Fig. 1: run 1, placed cells, one color a class
Drawn at 1 px/um.
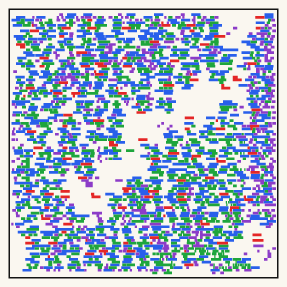
Fig. 2: run 1, the clock network
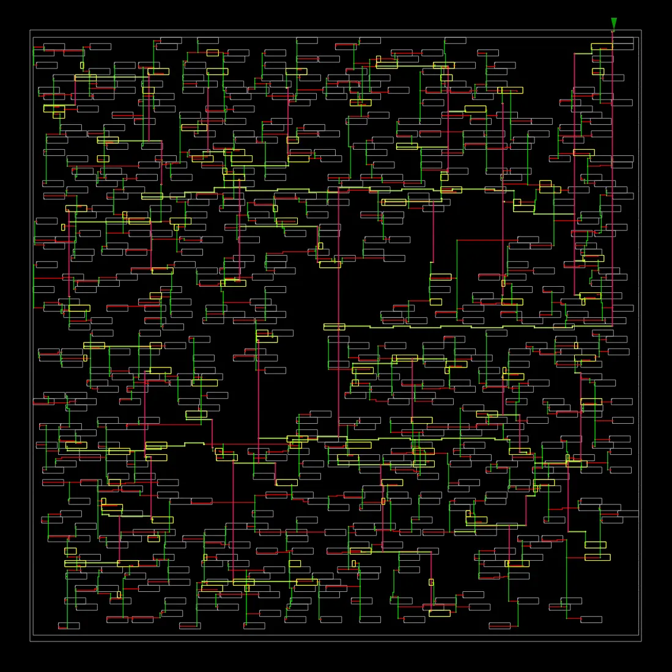
Fig. 3: run 1, routed clock nets over the placement
Drawn at 2 px/um.
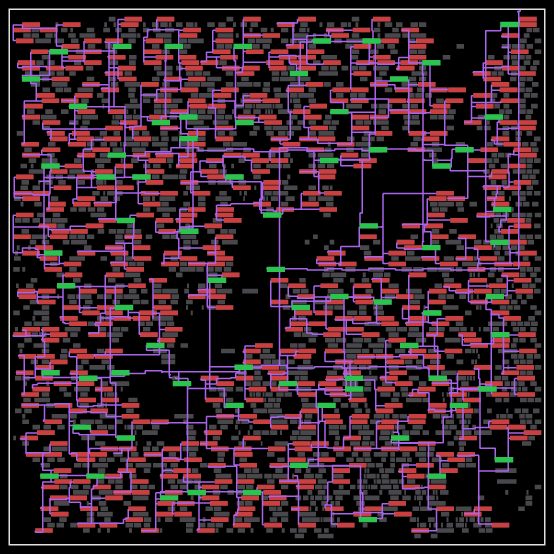
### config.mk
export PLATFORM = sky130hd
export DESIGN_NAME = scpad_dram_responder_flat
export DESIGN_NICKNAME = d
export VERILOG_FILES = /design/src/rtl/scpad_dram_responder_if.sv /design/src/rtl/scpad_dram_responder.sv /design/src/flat_wrapper.sv
export SDC_FILE = /design/constraint.sdc
export NUM_CORES = 1
export LEC_CHECK = 0
export CORE_UTILIZATION = 38
export DETAILED_ROUTE_END_ITERATION = 8
export GPL_TIMING_DRIVEN = 0
export PLACE_DENSITY = 0.58
export RECOVER_POWER = 25
export SYNTH_ARGS = -nofsm -noshare
export SYNTH_HDL_FRONTEND = slang
export SYNTH_SLANG_ARGS = --single-unit
### constraint.sdc
create_clock -name clk -period 2.6 [get_ports clk]
set_clock_uncertainty 0.05 [all_clocks]
set_input_delay 0.65 -clock clk [delete_from_list [all_inputs] [get_ports clk]]
set_output_delay 0.65 -clock clk [all_outputs]
set_load 0.005 [all_outputs]
### src/rtl/scpad_dram_responder_if.sv
// Backend DRAM request/response channel plus downstream memory port of scpad_dram_responder.
// slave is the responder's view; master is the backend/memory side that drives it.
interface scpad_dram_responder_if #(
  parameter int unsigned ADDR_W    = 32,
  parameter int unsigned ID_W      = 8,
  parameter int unsigned DATA_W    = 64,
  parameter int unsigned MASK_W    = 4,
  parameter int unsigned MAX_OUTST = 8
);
  localparam int unsigned OCNT_W = $clog2(MAX_OUTST) + 1;

  logic              req_valid;
  logic              req_write;
  logic [ID_W-1:0]   req_id;
  logic [ADDR_W-1:0] req_addr;
  logic [MASK_W-1:0] req_mask;
  logic [DATA_W-1:0] req_wdata;
  logic              dram_be_stall;
  logic              be_dram_stall;
  logic              res_valid;
  logic [ID_W-1:0]   res_id;
  logic [DATA_W-1:0] res_rdata;
  logic              mem_req_valid;
  logic              mem_req_ready;
  logic              mem_req_write;
  logic [ADDR_W-1:0] mem_req_addr;
  logic [MASK_W-1:0] mem_req_wmask;
  logic [DATA_W-1:0] mem_req_wdata;
  logic              mem_rsp_valid;
  logic              mem_rsp_ready;
  logic [DATA_W-1:0] mem_rsp_rdata;
  logic [OCNT_W-1:0] outst_count;
  logic              proto_err;

  modport slave (
    input  req_valid, req_write, req_id, req_addr, req_mask, req_wdata, be_dram_stall,
           mem_req_ready, mem_rsp_valid, mem_rsp_rdata,
    output dram_be_stall, res_valid, res_id, res_rdata, mem_req_valid, mem_req_write,
           mem_req_addr, mem_req_wmask, mem_req_wdata, mem_rsp_ready, outst_count, proto_err
  );

  modport master (
    output req_valid, req_write, req_id, req_addr, req_mask, req_wdata, be_dram_stall,
           mem_req_ready, mem_rsp_valid, mem_rsp_rdata,
    input  dram_be_stall, res_valid, res_id, res_rdata, mem_req_valid, mem_req_write,
           mem_req_addr, mem_req_wmask, mem_req_wdata, mem_rsp_ready, outst_count, proto_err
  );
endinterface

### src/rtl/scpad_dram_responder.sv
// Memory-side endpoint of the scratchpad DRAM channel: in-order request FIFO to a memory
// port, tag FIFO for outstanding reads, and a one-entry masked response register.
module scpad_dram_responder #(
  parameter int unsigned ADDR_W    = 32,
  parameter int unsigned ID_W      = 8,
  parameter int unsigned DATA_W    = 64,
  parameter int unsigned MASK_W    = 4,
  parameter int unsigned REQ_DEPTH = 4,
  parameter int unsigned MAX_OUTST = 8
) (
  input logic                   clk,
  input logic                   n_rst,
  scpad_dram_responder_if.slave bus
);
  localparam int unsigned LANE_W = DATA_W / MASK_W;
  localparam int unsigned RPTR_W = $clog2(REQ_DEPTH);
  localparam int unsigned TPTR_W = $clog2(MAX_OUTST);
  localparam int unsigned OCNT_W = TPTR_W + 1;
  localparam logic [RPTR_W:0] ReqFullCnt = (RPTR_W + 1)'(REQ_DEPTH);
  localparam logic [TPTR_W:0] TagFullCnt = (TPTR_W + 1)'(MAX_OUTST);

  logic              req_write_q [REQ_DEPTH];
  logic              req_write_d [REQ_DEPTH];
  logic [ID_W-1:0]   req_id_q    [REQ_DEPTH];
  logic [ID_W-1:0]   req_id_d    [REQ_DEPTH];
  logic [ADDR_W-1:0] req_addr_q  [REQ_DEPTH];
  logic [ADDR_W-1:0] req_addr_d  [REQ_DEPTH];
  logic [MASK_W-1:0] req_mask_q  [REQ_DEPTH];
  logic [MASK_W-1:0] req_mask_d  [REQ_DEPTH];
  logic [DATA_W-1:0] req_wdata_q [REQ_DEPTH];
  logic [DATA_W-1:0] req_wdata_d [REQ_DEPTH];
  logic [RPTR_W-1:0] req_wptr_q, req_wptr_d, req_rptr_q, req_rptr_d;
  logic [RPTR_W:0]   req_cnt_q, req_cnt_d;

  logic [ID_W-1:0]   tag_id_q    [MAX_OUTST];
  logic [ID_W-1:0]   tag_id_d    [MAX_OUTST];
  logic [MASK_W-1:0] tag_mask_q  [MAX_OUTST];
  logic [MASK_W-1:0] tag_mask_d  [MAX_OUTST];
  logic [TPTR_W-1:0] tag_wptr_q, tag_wptr_d, tag_rptr_q, tag_rptr_d;
  logic [TPTR_W:0]   tag_cnt_q, tag_cnt_d;

  logic              res_valid_q, res_valid_d;
  logic [ID_W-1:0]   res_id_q, res_id_d;
  logic [DATA_W-1:0] res_rdata_q, res_rdata_d;
  logic [OCNT_W-1:0] outst_q, outst_d;
  logic              proto_err_q, proto_err_d;

  logic req_full, req_empty, tag_full, tag_empty, head_write, issue_valid;
  logic req_push, req_pop, tag_push, rsp_ready, rsp_take, res_xfer;

  always_comb begin
    req_full    = (req_cnt_q == ReqFullCnt);
    req_empty   = (req_cnt_q == '0);
    tag_full    = (tag_cnt_q == TagFullCnt);
    tag_empty   = (tag_cnt_q == '0);
    head_write  = req_write_q[req_rptr_q];
    // A read at the head blocks everything behind it while the tag FIFO is full.
    issue_valid = !req_empty && (head_write || !tag_full);
    req_push    = bus.req_valid && !req_full;
    req_pop     = issue_valid && bus.mem_req_ready;
    tag_push    = req_pop && !head_write;
    rsp_ready   = !res_valid_q || !bus.be_dram_stall;
    rsp_take    = bus.mem_rsp_valid && rsp_ready && !tag_empty;
    res_xfer    = res_valid_q && !bus.be_dram_stall;
  end

  always_comb begin
    req_write_d = req_write_q;
    req_id_d    = req_id_q;
    req_addr_d  = req_addr_q;
    req_mask_d  = req_mask_q;
    req_wdata_d = req_wdata_q;
    req_wptr_d  = req_wptr_q;
    req_rptr_d  = req_rptr_q;
    tag_id_d    = tag_id_q;
    tag_mask_d  = tag_mask_q;
    tag_wptr_d  = tag_wptr_q;
    tag_rptr_d  = tag_rptr_q;
    res_valid_d = res_valid_q;
    res_id_d    = res_id_q;
    res_rdata_d = res_rdata_q;

    if (req_push) begin
      req_write_d[req_wptr_q] = bus.req_write;
      req_id_d[req_wptr_q]    = bus.req_id;
      req_addr_d[req_wptr_q]  = bus.req_addr;
      req_mask_d[req_wptr_q]  = bus.req_mask;
      req_wdata_d[req_wptr_q] = bus.req_wdata;
      req_wptr_d              = req_wptr_q + 1'b1;
    end
    if (req_pop) req_rptr_d = req_rptr_q + 1'b1;
    req_cnt_d = req_cnt_q + (RPTR_W + 1)'(req_push) - (RPTR_W + 1)'(req_pop);

    if (tag_push) begin
      tag_id_d[tag_wptr_q]   = req_id_q[req_rptr_q];
      tag_mask_d[tag_wptr_q] = req_mask_q[req_rptr_q];
      tag_wptr_d             = tag_wptr_q + 1'b1;
    end
    if (rsp_take) tag_rptr_d = tag_rptr_q + 1'b1;
    tag_cnt_d = tag_cnt_q + (TPTR_W + 1)'(tag_push) - (TPTR_W + 1)'(rsp_take);

    if (rsp_take) begin
      res_valid_d = 1'b1;
      res_id_d    = tag_id_q[tag_rptr_q];
      for (int i = 0; i < int'(MASK_W); i++) begin
        res_rdata_d[i*LANE_W +: LANE_W] = tag_mask_q[tag_rptr_q][i] ?
                                          bus.mem_rsp_rdata[i*LANE_W +: LANE_W] : '0;
      end
    end else if (res_xfer) begin
      res_valid_d = 1'b0;
    end

    // The holding register still counts as outstanding until the backend takes it.
    outst_d     = outst_q + OCNT_W'(tag_push) - OCNT_W'(res_xfer);
    proto_err_d = proto_err_q | (bus.mem_rsp_valid && tag_empty);
  end

  always_ff @(posedge clk or negedge n_rst) begin
    if (!n_rst) begin
      for (int i = 0; i < int'(REQ_DEPTH); i++) begin
        req_write_q[i] <= 1'b0;
        req_id_q[i]    <= '0;
        req_addr_q[i]  <= '0;
        req_mask_q[i]  <= '0;
        req_wdata_q[i] <= '0;
      end
      for (int i = 0; i < int'(MAX_OUTST); i++) begin
        tag_id_q[i]   <= '0;
        tag_mask_q[i] <= '0;
      end
      req_wptr_q  <= '0;
      req_rptr_q  <= '0;
      req_cnt_q   <= '0;
      tag_wptr_q  <= '0;
      tag_rptr_q  <= '0;
      tag_cnt_q   <= '0;
      res_valid_q <= 1'b0;
      res_id_q    <= '0;
      res_rdata_q <= '0;
      outst_q     <= '0;
      proto_err_q <= 1'b0;
    end else begin
      req_write_q <= req_write_d;
      req_id_q    <= req_id_d;
      req_addr_q  <= req_addr_d;
      req_mask_q  <= req_mask_d;
      req_wdata_q <= req_wdata_d;
      req_wptr_q  <= req_wptr_d;
      req_rptr_q  <= req_rptr_d;
      req_cnt_q   <= req_cnt_d;
      tag_id_q    <= tag_id_d;
      tag_mask_q  <= tag_mask_d;
      tag_wptr_q  <= tag_wptr_d;
      tag_rptr_q  <= tag_rptr_d;
      tag_cnt_q   <= tag_cnt_d;
      res_valid_q <= res_valid_d;
      res_id_q    <= res_id_d;
      res_rdata_q <= res_rdata_d;
      outst_q     <= outst_d;
      proto_err_q <= proto_err_d;
    end
  end

  assign bus.dram_be_stall = req_full;
  assign bus.mem_req_valid = issue_valid;
  assign bus.mem_req_write = head_write;
  assign bus.mem_req_addr  = req_addr_q[req_rptr_q];
  assign bus.mem_req_wmask = req_mask_q[req_rptr_q];
  assign bus.mem_req_wdata = req_wdata_q[req_rptr_q];
  assign bus.mem_rsp_ready = rsp_ready;
  assign bus.res_valid     = res_valid_q;
  assign bus.res_id        = res_id_q;
  assign bus.res_rdata     = res_rdata_q;
  assign bus.outst_count   = outst_q;
  assign bus.proto_err     = proto_err_q;
endmodule

### src/flat_wrapper.sv
// flat-port wrapper written by rule: the top's interface ports become plain ports
module scpad_dram_responder_flat 
#(
  parameter int unsigned ADDR_W    = 32,
  parameter int unsigned ID_W      = 8,
  parameter int unsigned DATA_W    = 64,
  parameter int unsigned MASK_W    = 4,
  parameter int unsigned REQ_DEPTH = 4,
  parameter int unsigned MAX_OUTST = 8
)
  (clk, n_rst, bus_req_valid, bus_req_write, bus_req_id, bus_req_addr, bus_req_mask, bus_req_wdata, bus_be_dram_stall, bus_mem_req_ready, bus_mem_rsp_valid, bus_mem_rsp_rdata, bus_dram_be_stall, bus_res_valid, bus_res_id, bus_res_rdata, bus_mem_req_valid, bus_mem_req_write, bus_mem_req_addr, bus_mem_req_wmask, bus_mem_req_wdata, bus_mem_rsp_ready, bus_outst_count, bus_proto_err);
  scpad_dram_responder_if #(.ADDR_W(ADDR_W), .ID_W(ID_W), .DATA_W(DATA_W), .MASK_W(MASK_W), .MAX_OUTST(MAX_OUTST)) bus_i ();
  input logic clk;
  input logic n_rst;
  input wire logic [$bits(bus_i.req_valid)-1:0] bus_req_valid;
  input wire logic [$bits(bus_i.req_write)-1:0] bus_req_write;
  input wire logic [$bits(bus_i.req_id)-1:0] bus_req_id;
  input wire logic [$bits(bus_i.req_addr)-1:0] bus_req_addr;
  input wire logic [$bits(bus_i.req_mask)-1:0] bus_req_mask;
  input wire logic [$bits(bus_i.req_wdata)-1:0] bus_req_wdata;
  input wire logic [$bits(bus_i.be_dram_stall)-1:0] bus_be_dram_stall;
  input wire logic [$bits(bus_i.mem_req_ready)-1:0] bus_mem_req_ready;
  input wire logic [$bits(bus_i.mem_rsp_valid)-1:0] bus_mem_rsp_valid;
  input wire logic [$bits(bus_i.mem_rsp_rdata)-1:0] bus_mem_rsp_rdata;
  output wire logic [$bits(bus_i.dram_be_stall)-1:0] bus_dram_be_stall;
  output wire logic [$bits(bus_i.res_valid)-1:0] bus_res_valid;
  output wire logic [$bits(bus_i.res_id)-1:0] bus_res_id;
  output wire logic [$bits(bus_i.res_rdata)-1:0] bus_res_rdata;
  output wire logic [$bits(bus_i.mem_req_valid)-1:0] bus_mem_req_valid;
  output wire logic [$bits(bus_i.mem_req_write)-1:0] bus_mem_req_write;
  output wire logic [$bits(bus_i.mem_req_addr)-1:0] bus_mem_req_addr;
  output wire logic [$bits(bus_i.mem_req_wmask)-1:0] bus_mem_req_wmask;
  output wire logic [$bits(bus_i.mem_req_wdata)-1:0] bus_mem_req_wdata;
  output wire logic [$bits(bus_i.mem_rsp_ready)-1:0] bus_mem_rsp_ready;
  output wire logic [$bits(bus_i.outst_count)-1:0] bus_outst_count;
  output wire logic [$bits(bus_i.proto_err)-1:0] bus_proto_err;
  assign bus_i.req_valid = bus_req_valid;
  assign bus_i.req_write = bus_req_write;
  assign bus_i.req_id = bus_req_id;
  assign bus_i.req_addr = bus_req_addr;
  assign bus_i.req_mask = bus_req_mask;
  assign bus_i.req_wdata = bus_req_wdata;
  assign bus_i.be_dram_stall = bus_be_dram_stall;
  assign bus_i.mem_req_ready = bus_mem_req_ready;
  assign bus_i.mem_rsp_valid = bus_mem_rsp_valid;
  assign bus_i.mem_rsp_rdata = bus_mem_rsp_rdata;
  assign bus_dram_be_stall = bus_i.dram_be_stall;
  assign bus_res_valid = bus_i.res_valid;
  assign bus_res_id = bus_i.res_id;
  assign bus_res_rdata = bus_i.res_rdata;
  assign bus_mem_req_valid = bus_i.mem_req_valid;
  assign bus_mem_req_write = bus_i.mem_req_write;
  assign bus_mem_req_addr = bus_i.mem_req_addr;
  assign bus_mem_req_wmask = bus_i.mem_req_wmask;
  assign bus_mem_req_wdata = bus_i.mem_req_wdata;
  assign bus_mem_rsp_ready = bus_i.mem_rsp_ready;
  assign bus_outst_count = bus_i.outst_count;
  assign bus_proto_err = bus_i.proto_err;
  scpad_dram_responder #(.ADDR_W(ADDR_W), .ID_W(ID_W), .DATA_W(DATA_W), .MASK_W(MASK_W), .REQ_DEPTH(REQ_DEPTH), .MAX_OUTST(MAX_OUTST)) u_core (.clk(clk), .n_rst(n_rst), .bus(bus_i));
endmodule
==> flow_summary.toml, run 1 <==
# physical design summary
[flow_run]
drv_cap = 1
openroad.warnings = 40

[cells_and_area]
final_net_count = 2349
nFillCells = 5681
drive_gt1_frac = 0.490
post-route-cell-area_um2 = 35900

[routing]
vias = 16100
vias_per_cell = 5.13
first_iter_violations = 616
drc_violations_left = 0
final_antenna_net_count = 0
totalWireLength_um = 69500
wl_per_cell_um = 22.2
firstDrtPassIters = 4

[global_route]
grt_pass1_wl_um = 106000
grt_pass1_vias = 17400
grt_start_max_net_pins = 120
grt_usage = 0.196
gr-total-overflow = 0
initial_antenna_violation_count = 11

[critical_path]
critical_path.most_common_cell = "sky130_fd_sc_hd__buf_12"
worst_path_max_delay_cell = "sky130_fd_sc_hd__mux4_2"
cp.buffers_inverters = 5
critical-path-top-delay-family = "buffers and inverters"
timing.critical_path.fanout_max = 5
crit_path_cell_trace = "buf_12, buf_16, buf_12, buf_8, mux4_2, buf_2"
required_ns = 1.90
critical_path.startpoint_type = "flop"
critical_path_arrival_ns = 2.26
path_class = "flop to output pin"
cp-end-kind = "output pin"

[final_timing]
final_period_minus_worst_setup_slack_ns = 2.96
final_hold_viol_count = 0
final.hold.worst_slack_ns = 0.428
grt_setup_unrepaired = "true"
final_setup_violating_endpoints = 162
final.period_utilization = 1.14
worst_pin_slew_ns = 1.51
max_freq_mhz = 338
final_max_slew_viol_count = 55
slew-limit-headroom = -0.00563
final_critical_path_setup_slack_ns = -0.358

[clocking]
cts.hold.buffers_added = 6
cts_resized = 645
cts_post_setup_buffers_inserted = 68
clk_transition_reported_paths_ns = 0.06
cts_htree_levels = 3
numClockSinks = 627
cts_max_path_buffers = 3
cts_root_buf = "sky130_fd_sc_hd__clkbuf_16"

[floorplan]
floorplan.die.width_um = 267
placementRows = 96
chipArea_um2 = 71300
die_height_um = 267
floorplan.core_util = 0.387

[power_and_ir_drop]
power.static_leakage_nw = 15.6
irDropWorstVdd_mv = 0.647
pwr_density_cell_nw_per_um2 = 1380

[yosys]
netlist_area_um2 = 26700
syn_avg_cell_area_um2 = 16.7
yosys_most_used_dff = "sky130_fd_sc_hd__dfrtp_1"
synthTopLogicFamily = "multiplexers"
total_cells_reported_by_yosys_after_synthesis = 1601
synth-seq-area-share = 0.588
aoi_share = 0.0240
post_synth_xor_area_fraction = 0.00459
enable_flop_cells = 0
synth-area-yosys_um2 = 26700
yosysWarningCount = 0
synth_cell_types = 37
postSynthCellCount = 1601
ys_sh_mux = 0.344
yosys_adder_share = 0.0107

[run_status]
violations = "max-capacitance violations, max-slew violations, negative setup slack"
run_status = "complete, but fails checks"

[place]
port_buffers = 360
place.detailed.hpwl_um = 45500
gp_routability_congestion = 0.736
postPlaceCellArea_um2 = 31600

[min_path]
timing.hold.worst.class = "flop to flop"
-- Fig. 1 (at the start) --
- purple: other buffers and delay cells (cells 572)
- blue: flops (cells 627)
- red: clock drivers and dummy loads (cells 129)
- green: combinational and other logic (cells 876)

-- Fig. 2 (at the start) --
CTS Buf Count: 72
Clock Buffer Count: 106
Clk power: 10.2 mW
worst-skew pair later-pin latency: 0.60 ns

-- Fig. 3 (at the start) --
- red: flip-flops (count 627)
- green: clock drivers (count 72)
- purple: clock wires (length 8640 um)
- routed clock nets: 73
- flops lie: all over the die

## run 1: report_power, final
group	internal (mW)	total [mW]	switching, mW
combinational	13.7	22.5	8.78
clock	6.16	10.2	4.03
sequential	14.6	16.9	2.35
total	34.5	49.6	15.2
## run 1: cell usage after synthesis, drive strengths merged, types with 3 or more instances
library cell  count  area [um2]
nor2              5        18.8
mux2i            24         240
mux2            533        6040
nor2b             3        18.8
nor3              4        25.0
o21ai             9        45.0
mux4            129        2910
nand2            26        97.6
clkbuf           58         218
a22o             64         561
xnor2            11        96.3
inv              22        82.6
buf              40         186
xor2              3        26.3
fa                3        60.1
ha               18         225
dfrtp           627       15700
## run 1: metrics by stage
stage,std cells,power (mW),util,worst slack (ns),TNS (ns)
global route,3137,52.5,0.520,-0.440,-69.81
detailed placement,2897,37.1,0.458,-1.58,-542.20
finish,3137,49.6,0.520,-0.358,-29.62
floorplan,1601,28.2,-,0.0110,0
CTS,3103,49.1,0.510,-0.457,-48.44
global placement,2892,36.6,0.456,-26.66,-
## run 1: metal layers
metal  up-vias  part of all wire  global-route usage
met1      8492              0.42               0.251
li1       7082                 -                   -
met5         -            0.0017                   0
met3       117             0.060              0.0523
met4        18             0.024              0.0586
met2       375              0.49               0.324
## run 1: worst paths after layout
path / cells past startpoint / end / slack (ns) / start
max in group asynchronous: 5 / u_core.req_wdata_q[145]$_DFFE_PN0P_ / 0.14 / n_rst
worst max register to register: 13 / u_core.req_cnt_q[2]$_DFF_PN0_ / -0.22 / u_core.req_rptr_q[0]$_DFFE_PN0P_
min in group asynchronous: 3 / u_core.bus.res_rdata[2]$_DFFE_PN0P_ / 0.85 / n_rst
worst min-delay path: 1 / u_core.bus.proto_err$_DFF_PN0_ / 0.43 / u_core.bus.proto_err$_DFF_PN0_
worst max-delay path: 6 / bus_mem_req_addr[15] / -0.36 / u_core.req_rptr_q[0]$_DFFE_PN0P_
worst min register to register: 1 / u_core.bus.proto_err$_DFF_PN0_ / 0.43 / u_core.bus.proto_err$_DFF_PN0_
## run 1: flip-flops by register name (all words and copies together), names as in the netlist, 8 cells and up
signal and flops:
u_core.bus.res_rdata 64, u_core.req_id_q 32, u_core.bus.res_id 8, u_core.tag_mask_q 32, u_core.req_wdata_q 256, u_core.req_mask_q 16
u_core.req_addr_q 128, u_core.tag_id_q 64
## run 1: final cells by class
cell class,instances,area [um2],area share
antenna,2,5.00,0.000139
buffer,96,848,0.0236
clock buffer,106,2160,0.0603
clock inverter,23,229,0.00638
inverter,22,82.6,0.00230
multi-input combinational,854,10900,0.304
sequential,627,15700,0.437
tap,931,1160,0.0324
timing repair buffer,476,4790,0.134
## run 1: cells in the final DEF (no fill, tap or decap), drive strengths merged, types with 2 or more instances in the layout
cell and n:
nor3b 2, clkbuf 172, mux4 129, xor2 3
nor2 5, dfrtp 627, clkdlybuf4s50 256, buf 243
fa 3, clkinv 15, ha 18, mux2 533
a21oi 2, a21o 2, bufinv 4, diode 2
nand3 2, nor2b 3, nor4 2, xnor2 11
mux2i 24, o21ai 9, inv 25, or3b 2
nor3 4, a22o 64, dlygate4sd3 5, nand2 26
## Run 2: what changed since run 1
Settings changed: CORE_UTILIZATION 38 to 50, PLACE_DENSITY 0.58 to 0.74.
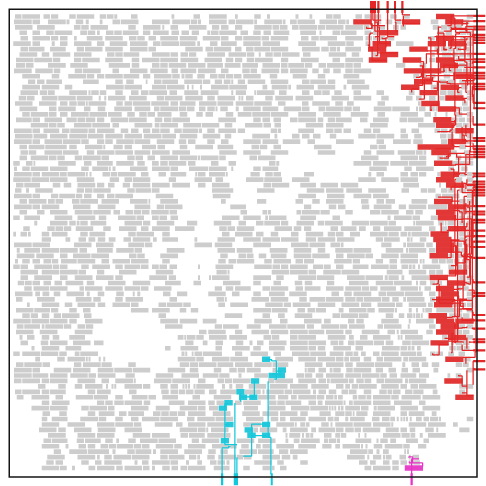
Fig. 4. Wires at chosen ports, followed through buffers (run 2).
Drawn at 2 px/um.
- magenta: `bus_res_valid` (direction output; end cells 1; buffers 1; wire 26.2 um)
- cyan: `bus_req_mask` (direction input; end cells 16; buffers 4; wire 223 um)
- red: `bus_res_rdata` (direction output; end cells 64; buffers 64; wire 1910 um)

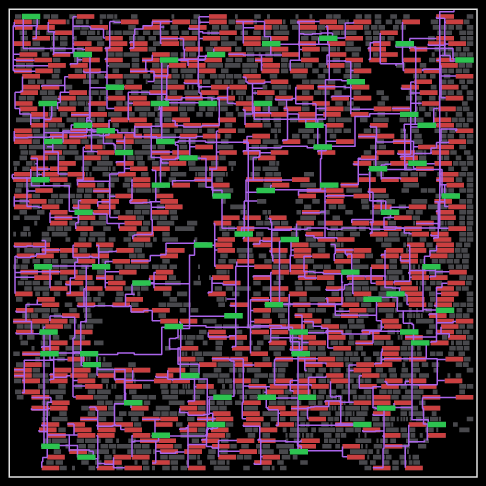
Fig. 5. Routed clock nets over the placement (run 2).
Drawn at 2 px/um.
- red: flip-flops (count 627)
- green: clock drivers (count 69)
- purple: clock wires (length 7850 um)
- routed clock nets: 70

==> flow_summary.toml, run 2 <==
# physical design summary
[final_timing]
final_hold_viol_count = 0
grt_setup_unrepaired = "true"
worst_pin_slew_ns = 1.60
totalNegativeSetupSlack_ns = -27.05
final_max_slew_viol_count = 362
final_period_minus_worst_setup_slack_ns = 2.91
final.hold.worst_slack_ns = 0.417
final_setup_violating_endpoints = 180
final_critical_path_setup_slack_ns = -0.313
final.period_utilization = 1.12
max_freq_mhz = 343

[clocking]
cts_max_path_buffers = 3
clk_transition_reported_paths_ns = 0.06
cts_htree_levels = 3
numClockSinks = 627
cts_inserted_buffers = 69
clock.latency.late_pin_ns = 0.60
cts_root_buf = "sky130_fd_sc_hd__clkbuf_16"

[place]
port_buffers = 360
gp_routability_congestion = 0.780
pre_cts_slack_ns = -1.41
place.detailed.instances = 2654
place.detailed.hpwl_um = 42900

[cells_and_area]
top_register = "u_core.req_wdata_q"
reg.largest.list = "u_core.req_wdata_q x256, u_core.req_addr_q x128"
dominant_logic_cell_types_in_the_final_layout = "sky130_fd_sc_hd__dfrtp_1, sky130_fd_sc_hd__mux2_2, sky130_fd_sc_hd__clkdlybuf4s50_1"
fin_util = 0.662
stdcell_count = 2860
top_cell_excl_fill_tap = "sky130_fd_sc_hd__dfrtp_1"
drive_gt1_frac = 0.483
largest_register_ffs = 256
final_net_count = 2311

[global_route]
grt_pass1_vias = 17200
gr-total-overflow = 0
grt_pass1_wl_um = 99100
initial_antenna_violation_count = 10

[routing]
firstDrtPassIters = 5
wl_per_cell_um = 22.6
first_iter_violations = 603
final_antenna_net_count = 0
totalWireLength_um = 64700

[yosys]
top_cell_area_share = 0.588
netlist_area_um2 = 26700
ys_sh_mux = 0.344
total_cells_reported_by_yosys_after_synthesis = 1601
post_synth_xor_area_fraction = 0.00459
synth-seq-area-share = 0.588
ys_top_cells_by_area = "sky130_fd_sc_hd__dfrtp_1, sky130_fd_sc_hd__mux2_2, sky130_fd_sc_hd__mux4_2, sky130_fd_sc_hd__a22o_1, sky130_fd_sc_hd__mux2i_1"
ys_top_cells_by_count = "sky130_fd_sc_hd__dfrtp_1, sky130_fd_sc_hd__mux2_2, sky130_fd_sc_hd__mux4_2, sky130_fd_sc_hd__a22o_1, sky130_fd_sc_hd__clkbuf_1"
yosysWarningCount = 0
postSynthCellCount = 1601
yosys_most_used_dff = "sky130_fd_sc_hd__dfrtp_1"
enable_flop_cells = 0
yosys_adder_share = 0.0107
library_cell_occupying_the_most_area_in_the_post_synthesis_netlist = "sky130_fd_sc_hd__dfrtp_1"
synth-area-yosys_um2 = 26700
synth_cell_types = 37
synthMostInstantiatedCell = "sky130_fd_sc_hd__dfrtp_1"
aoi_share = 0.0240

[power_and_ir_drop]
power.static_leakage_nw = 15.2
relative_contribution_of_sequential_cells_to_total_power = 0.352
pwr-share-comb = 0.445
clock_power_share = 0.203
irDropWorstVdd_mv = 0.806
design_power_total_mw = 48.3
netSwitchingPower_mw = 14.8
power.share.switching = 0.306

[floorplan]
die_height_um = 233
floorplan.core_util = 0.507
floorplan.die.width_um = 233
placementRows = 84
chipArea_um2 = 54300

[critical_path]
cp-end-kind = "output pin"
required_ns = 1.90
critical_path_arrival_ns = 2.21
path_class = "flop to output pin"
critical_path.startpoint_type = "flop"

[run_status]
run_status = "complete, but fails checks"
violations = "max-capacitance violations, max-slew violations, negative setup slack"

[flow_run]
drv_cap = 2
openroad.warnings = 42

[min_path]
timing.hold.worst.class = "input port to async pin"
-- run 2: cell count changes in the layout (fill, tap and decap cells not counted), moves of 4 or more --
cell	delta
sky130_fd_sc_hd__buf_12	-11
sky130_fd_sc_hd__buf_2	+7
sky130_fd_sc_hd__buf_4	-9
sky130_fd_sc_hd__buf_6	-10
sky130_fd_sc_hd__clkbuf_16	-5
sky130_fd_sc_hd__clkbuf_2	-4
sky130_fd_sc_hd__diode_2	+4
sky130_fd_sc_hd__dlygate4sd3_1	-4
sky130_fd_sc_hd__mux2_2	+36
sky130_fd_sc_hd__mux2_4	-36
-- run 2: worst paths after layout --
path                                                       start                                 end  slack [ns]  cells after the start
min in group clk                u_core.bus.res_id[3]$_DFFE_PN0P_    u_core.bus.res_id[3]$_DFFE_PN0P_        0.43                      2
worst max-delay path            u_core.req_rptr_q[0]$_DFFE_PN0P_                bus_mem_req_wdata[4]       -0.31                      5
worst min-delay path                                       n_rst   u_core.tag_mask_q[28]$_DFFE_PN0P_        0.42                      2
worst min register to register  u_core.bus.res_id[3]$_DFFE_PN0P_    u_core.bus.res_id[3]$_DFFE_PN0P_        0.43                      2
max in group asynchronous                                  n_rst  u_core.req_wdata_q[35]$_DFFE_PN0P_       -0.05                      4
worst max register to register  u_core.req_rptr_q[0]$_DFFE_PN0P_       u_core.req_cnt_q[2]$_DFF_PN0_       -0.18                     12
-- run 2: power by group through the flow --
stage / combinational (mW) / sequential, mW / clock [mW]
2_1_floorplan: 12.0 / 16.3 / 0
3_3_place_gp: 19.3 / 16.8 / 0
3_5_place_dp: 19.8 / 17.1 / 0
4_1_cts: 21.2 / 17.0 / 10.1
5_1_grt: 23.1 / 17.6 / 10.5
6_report: 21.5 / 17.0 / 9.83
-- run 2: routing by layer --
layer	GRT usage	wire length, um
met5	0	48
met3	0.0648	3910
met2	0.399	32600
met4	0.0921	2100
met1	0.304	26100
-- run 2: critical path, stage by stage (launching register included) --
cell and delay (ns):
sky130_fd_sc_hd__dfrtp_2 0.46, sky130_fd_sc_hd__buf_12 0.18, sky130_fd_sc_hd__buf_16 0.15, sky130_fd_sc_hd__buf_8 0.13, sky130_fd_sc_hd__mux4_2 0.53, sky130_fd_sc_hd__buf_2 0.15
-- run 2: repair_timing --
item	4_1_cts	5_1_grt
cloned	7	1
setup buffers	56	19
hold buffers	1	0
resized	663	76
pin swaps	11	3
endpoints found under the hold margin	13	0
setup endpoints to repair	674	183
-- run 2: logic make-up after synthesis --
family | count (synthesis)
AOI/OAI and AO/OA | 78
xor gates and xnor gates | 14
adders and majority gates | 21
buffers and inverters | 120
DFF | 627
muxes | 686
and+or+nand+nor | 55
-- run 2: area by class of cell --
class / count / area [um2]
inverters: 22 / 85.1
flip-flops and latches: 627 / 15700
plain buffers: 95 / 772
clock buffers: 99 / 2030
fillers: 3647 / 17800
clock inverters: 27 / 269
well taps: 688 / 861
diodes: 6 / 15.0
multi-input cells: 855 / 10800
repair buffers: 441 / 4360
No activity file was given, so power comes from the tool's default toggle rates.
